==> images/wires.png <==
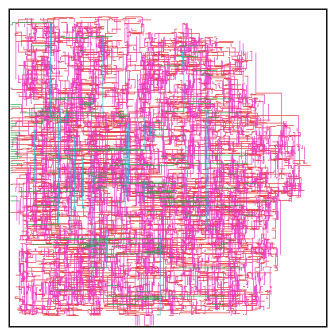
==> images/placement_by_type.png <==
Fill, decap, tap and diode cells in gray.
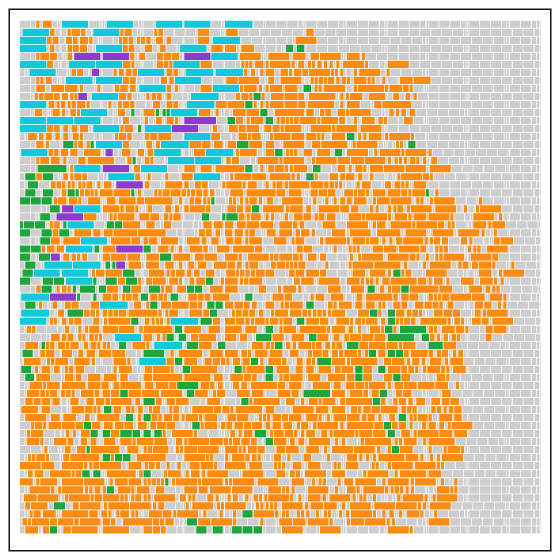
==> images/placement.png <==
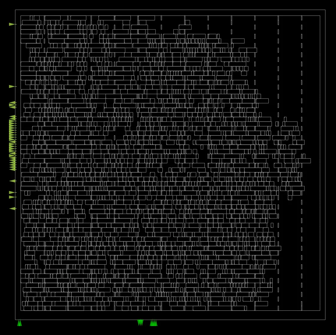
==> images/io_placement.png <==
Pins as bars across the die edge, other pins in gray.
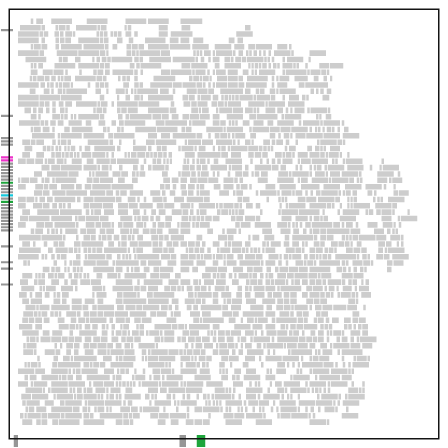
$ cat src/rtl/ghost_mover.sv
// ghost_mover: movement engine for one maze ghost.
//   Mode FSM (SCATTER/CHASE/FRIGHT/EATEN), per-mode step divider, forced
//   reversal on mode changes, arcade shortest-distance tile choice with
//   no-reverse rule, horizontal tunnel wrap, LFSR wandering in FRIGHT.
// Ports:
//   clk, reset (async, active-high), tick (game-step strobe)
//   pacmanX/pacmanY/pacmanDir  Pac-Man tile and heading (0=U 1=L 2=D 3=R)
//   isChase/isScatter          level mode request (chase wins, neither => chase)
//   frightStart, ghostEaten    energiser pulse / collision in FRIGHT
//   wallUp/Down/Left/Right     walls around the current ghost tile
//   ghostX/ghostY/ghostDir     ghost tile and heading
//   ghostMode                  0=SCATTER 1=CHASE 2=FRIGHT 3=EATEN
//   moved                      1-cycle pulse on the edge that changed position
module ghost_mover #(
  parameter int GRID_W       = 28,
  parameter int GRID_H       = 36,
  parameter int START_X      = 14,
  parameter int START_Y      = 14,
  parameter int CORNER_X     = 27,
  parameter int CORNER_Y     = 0,
  parameter int HOME_X       = 14,
  parameter int HOME_Y       = 17,
  parameter int TARGET_MODE  = 0,
  parameter int MOVE_DIV     = 4,
  parameter int FRIGHT_DIV   = 8,
  parameter int FRIGHT_TICKS = 480
) (
  input  logic       clk,
  input  logic       reset,
  input  logic       tick,
  input  logic [5:0] pacmanX,
  input  logic [5:0] pacmanY,
  input  logic [1:0] pacmanDir,
  input  logic       isChase,
  input  logic       isScatter,
  input  logic       frightStart,
  input  logic       ghostEaten,
  input  logic       wallUp,
  input  logic       wallDown,
  input  logic       wallLeft,
  input  logic       wallRight,
  output logic [5:0] ghostX,
  output logic [5:0] ghostY,
  output logic [1:0] ghostDir,
  output logic [1:0] ghostMode,
  output logic       moved
);
  typedef enum logic [1:0] {SCATTER = 2'd0, CHASE = 2'd1, FRIGHT = 2'd2, EATEN = 2'd3} mode_t;

  localparam logic [5:0] MAX_X = 6'(GRID_W - 1);
  localparam logic [5:0] MAX_Y = 6'(GRID_H - 1);
  localparam logic [1:0] DIR_U = 2'd0, DIR_L = 2'd1, DIR_D = 2'd2, DIR_R = 2'd3;

  mode_t            mode, modeNext, reqMode;
  logic [15:0]      divCnt, divLimit, frightCnt, lfsr;
  logic             revPending, atHome, stepNow;
  logic [5:0]       tgtX, tgtY;
  logic signed [7:0] aheadX, aheadY;
  logic [3:0][5:0]  nbrX, nbrY;
  logic [3:0]       openDir, cand;
  logic [1:0]       revDir, bestDir, rndDir, nextDir;
  logic [14:0]      bestDist, curDist;
  logic             bestFound, rndFound, takeRev, go;

  // Squared Euclidean distance with signed 8-bit deltas; |d| <= 63 so the
  // sum always fits in 15 bits.
  function automatic logic [14:0] dist2(input logic [5:0] ax, input logic [5:0] ay,
                                        input logic [5:0] bx, input logic [5:0] by);
    logic signed [7:0] dx, dy;
    logic [6:0] ux, uy;
    dx = $signed({2'b00, ax}) - $signed({2'b00, bx});
    dy = $signed({2'b00, ay}) - $signed({2'b00, by});
    ux = dx[7] ? 7'(-dx) : dx[6:0];
    uy = dy[7] ? 7'(-dy) : dy[6:0];
    return 15'(14'(ux) * 14'(ux)) + 15'(14'(uy) * 14'(uy));
  endfunction

  assign ghostMode = mode;
  assign reqMode   = (isChase || !isScatter) ? CHASE : SCATTER;

  always_comb begin
    case (mode)
      FRIGHT:  divLimit = 16'(FRIGHT_DIV - 1);
      EATEN:   divLimit = 16'd0;
      default: divLimit = 16'(MOVE_DIV - 1);
    endcase
  end
  assign stepNow = tick && (divCnt == divLimit);

  // Target tile; FRIGHT ignores it, so it shares the HOME default.
  always_comb begin
    aheadX = $signed({2'b00, pacmanX});
    aheadY = $signed({2'b00, pacmanY});
    case (pacmanDir)
      DIR_U:   aheadY = aheadY - 8'sd4;
      DIR_L:   aheadX = aheadX - 8'sd4;
      DIR_D:   aheadY = aheadY + 8'sd4;
      default: aheadX = aheadX + 8'sd4;
    endcase
    if (aheadX < 8'sd0) aheadX = 8'sd0;
    else if (aheadX > $signed({2'b00, MAX_X})) aheadX = $signed({2'b00, MAX_X});
    if (aheadY < 8'sd0) aheadY = 8'sd0;
    else if (aheadY > $signed({2'b00, MAX_Y})) aheadY = $signed({2'b00, MAX_Y});
    case (mode)
      SCATTER: begin tgtX = 6'(CORNER_X); tgtY = 6'(CORNER_Y); end
      CHASE: begin
        tgtX = (TARGET_MODE == 1) ? aheadX[5:0] : pacmanX;
        tgtY = (TARGET_MODE == 1) ? aheadY[5:0] : pacmanY;
      end
      default: begin tgtX = 6'(HOME_X); tgtY = 6'(HOME_Y); end
    endcase
  end

  // Neighbour tiles (X wraps through the tunnel) and direction choice.
  always_comb begin
    nbrX = {4{ghostX}};
    nbrY = {4{ghostY}};
    nbrY[DIR_U] = ghostY - 6'd1;
    nbrY[DIR_D] = ghostY + 6'd1;
    nbrX[DIR_L] = (ghostX == 6'd0)  ? MAX_X : ghostX - 6'd1;
    nbrX[DIR_R] = (ghostX == MAX_X) ? 6'd0  : ghostX + 6'd1;
    // Grid top/bottom behave as walls; Y never wraps.
    openDir = {~wallRight, ~(wallDown || ghostY == MAX_Y), ~wallLeft, ~(wallUp || ghostY == 6'd0)};
    revDir  = ghostDir ^ 2'd2;
    cand    = openDir & ~(4'b0001 << revDir);

    // Ascending scan with strict '<' gives the U > L > D > R tie order.
    bestDir = DIR_U; bestDist = '1; bestFound = 1'b0; curDist = '0;
    for (int d = 0; d < 4; d++) begin
      curDist = dist2(nbrX[d], nbrY[d], tgtX, tgtY);
      if (cand[d] && (!bestFound || curDist < bestDist)) begin
        bestFound = 1'b1; bestDist = curDist; bestDir = 2'(d);
      end
    end

    rndDir = lfsr[1:0]; rndFound = 1'b0;
    for (int k = 0; k < 4; k++) begin
      if (!rndFound && cand[2'(lfsr[1:0] + 2'(k))]) begin
        rndFound = 1'b1; rndDir = 2'(lfsr[1:0] + 2'(k));
      end
    end

    takeRev = revPending && openDir[revDir];
    go      = 1'b1;
    if (takeRev)            nextDir = revDir;
    else if (|cand)         nextDir = (mode == FRIGHT) ? rndDir : bestDir;
    else if (openDir[revDir]) nextDir = revDir;
    else begin              nextDir = ghostDir; go = 1'b0; end
  end

  always_comb begin
    modeNext = mode;
    case (mode)
      SCATTER, CHASE: modeNext = frightStart ? FRIGHT : reqMode;
      FRIGHT: begin
        if (ghostEaten) modeNext = EATEN;
        else if (!frightStart && tick && frightCnt <= 16'd1) modeNext = reqMode;
      end
      default: if (atHome) modeNext = reqMode;
    endcase
  end

  always_ff @(posedge clk or posedge reset) begin
    if (reset) begin
      ghostX <= 6'(START_X); ghostY <= 6'(START_Y); ghostDir <= DIR_L;
      mode <= SCATTER; moved <= 1'b0; divCnt <= '0; frightCnt <= '0;
      revPending <= 1'b0; atHome <= 1'b0; lfsr <= 16'hACE1;
    end else begin
      moved  <= 1'b0;
      atHome <= 1'b0;
      if (tick) begin
        if (stepNow) begin
          divCnt <= '0;
          lfsr   <= {lfsr[0] ^ lfsr[2] ^ lfsr[3] ^ lfsr[5], lfsr[15:1]};
          if (go) begin
            ghostX   <= nbrX[nextDir];
            ghostY   <= nbrY[nextDir];
            ghostDir <= nextDir;
            moved    <= 1'b1;
            if (takeRev) revPending <= 1'b0;
            if (mode == EATEN && nbrX[nextDir] == 6'(HOME_X) && nbrY[nextDir] == 6'(HOME_Y))
              atHome <= 1'b1;
          end
        end else begin
          divCnt <= divCnt + 16'd1;
        end
      end

      // Placed after the step so a mode-change reversal request survives a
      // same-cycle reverse step, and a mode change always restarts the divider.
      case (mode)
        SCATTER, CHASE: begin
          if (modeNext != mode) revPending <= 1'b1;
          if (frightStart) frightCnt <= 16'(FRIGHT_TICKS);
        end
        FRIGHT: begin
          if (ghostEaten) frightCnt <= '0;
          else if (frightStart) frightCnt <= 16'(FRIGHT_TICKS);
          else if (tick && frightCnt != 16'd0) frightCnt <= frightCnt - 16'd1;
        end
        default: ;
      endcase
      if (modeNext != mode) divCnt <= '0;
      mode <= modeNext;
    end
  end
endmodule

$ cat config.mk
export PLATFORM = sky130hd
export DESIGN_NAME = ghost_mover
export DESIGN_NICKNAME = d
export VERILOG_FILES = /design/src/rtl/ghost_mover.sv
export SDC_FILE = /design/constraint.sdc
export NUM_CORES = 1
export LEC_CHECK = 0
export CORE_MARGIN = 3
export CORE_UTILIZATION = 50
export DETAILED_ROUTE_END_ITERATION = 16
export GPL_TIMING_DRIVEN = 0
export HOLD_SLACK_MARGIN = 0.02
export MAX_ROUTING_LAYER = met4
export PLACE_DENSITY = 0.69
export SKIP_LAST_GASP = 1
export SLEW_MARGIN = 10
export SYNTH_ARGS = -nofsm -noshare
export SYNTH_HDL_FRONTEND = slang
export SYNTH_SLANG_ARGS = --single-unit
$ cat constraint.sdc
create_clock -name clk -period 14.24 [get_ports clk]
set_input_delay 2.136 -clock clk [delete_from_list [all_inputs] [get_ports clk]]
set_output_delay 2.136 -clock clk [all_outputs]
set_load 0.03 [all_outputs]
==> results.json <==
{
  "finalSetupViolCount": 15,
  "finClkSkew_ns": 0.00949,
  "placedCellCount": 2347,
  "worst_slack_ns": -2.65,
  "rsz0062_at_grt": "yes",
  "tightest_slew_ns": 1.01,
  "hold_path_depth": 1,
  "drv_cap": 0,
  "insertion_delay_ns": 0.34,
  "run_status": "finished, violations left",
  "wl_met2_mm": 20.1,
  "whs_ns": 0.501,
  "violations": "setup timing",
  "worstSetupEndpoint": "atHome",
  "cp.required_ns": 14.46,
  "yosys_area_mm2": 0.0157,
  "grt_pass1_vias": 13600,
  "cp-start-kind": "input pin",
  "yosys.area_share.aoi_pct": 15.7,
  "top_layer": "met4",
  "synth-seq-cells": 67,
  "synth_adder_area_share_pct": 37.3,
  "met3WireLength_mm": 1.87,
  "use_met2_pct": 41.5,
  "worstReg2RegStart": "ghostMode[0]",
  "min_path_type": "flop to flop",
  "antenna_found_initial": 0,
  "grt_busiest_layer": "met2",
  "drtIter0Drc": 914,
  "avgSynthCellArea_um2": 8.26
}
-- wires.png (at the start) --
[metal 4] cyan | wire length: 964 um
[metal 1] red | wire length: 18800 um
[metal 3] green | wire length: 1870 um
[metal 2] magenta | wire length: 20.1 mm
via count: 13.7k
WL final: 41.7 mm
Total GRT Usage: 25.0%
drt wl/cell: 16.9 um

-- placement_by_type.png (at the start) --
[combinational and other logic] orange | cells: 1809
[flops] cyan | cells: 67
[clock drivers and dummy loads] purple | cells: 16
[other buffers and delay cells] green | cells: 180

-- placement.png (at the start) --
num sequential: 67
final core occ: 62.4%
Post-Layout Cell Count: 2468
fraction of area in registers: 8.84%
Core Area: 0.0307 mm2

-- io_placement.png (at the start) --
[pacmanY] green | pins: 6 | direction: input | edge: 4 south, 2 west
[ghostMode] magenta | pins: 2 | direction: output | edge: west
[wallUp] cyan | pins: 1 | direction: input | edge: west
all pins by edge: 33 west, 9 south
die width: 183 um
Vert. Die Dim: 183 um
IO Port Bufs: 38

-- worst max-delay path, delay by kind of cell --
family	cells	cell delay [ns]
buffers and inverters	12	1.60
adders and majority gates	13	5.08
AOI/OAI and AO/OA	31	5.45
and+or+nand+nor	9	1.96
xor gates and xnor gates	3	0.54
muxes	1	0.34
-- repair_timing --
| action | in CTS | in global routing |
|---|---|---|
| cloned | 2 | 0 |
| pin swaps | 116 | 63 |
| gates resized | 137 | 88 |
| endpoints found under the setup margin | 15 | 15 |
| hold buffers | 0 | 0 |
| setup buffers | 77 | 31 |
-- cell type report --
cell class,instances,area (um2)
Multi-Input combinational cell,1490,13900
Fill cell,2549,11600
Sequential cell,67,1700
Timing Repair Buffer,145,1280
Inverter,319,1210
Tap cell,396,495
Buffer,35,258
Clock buffer,9,225
Clock inverter,7,82.6
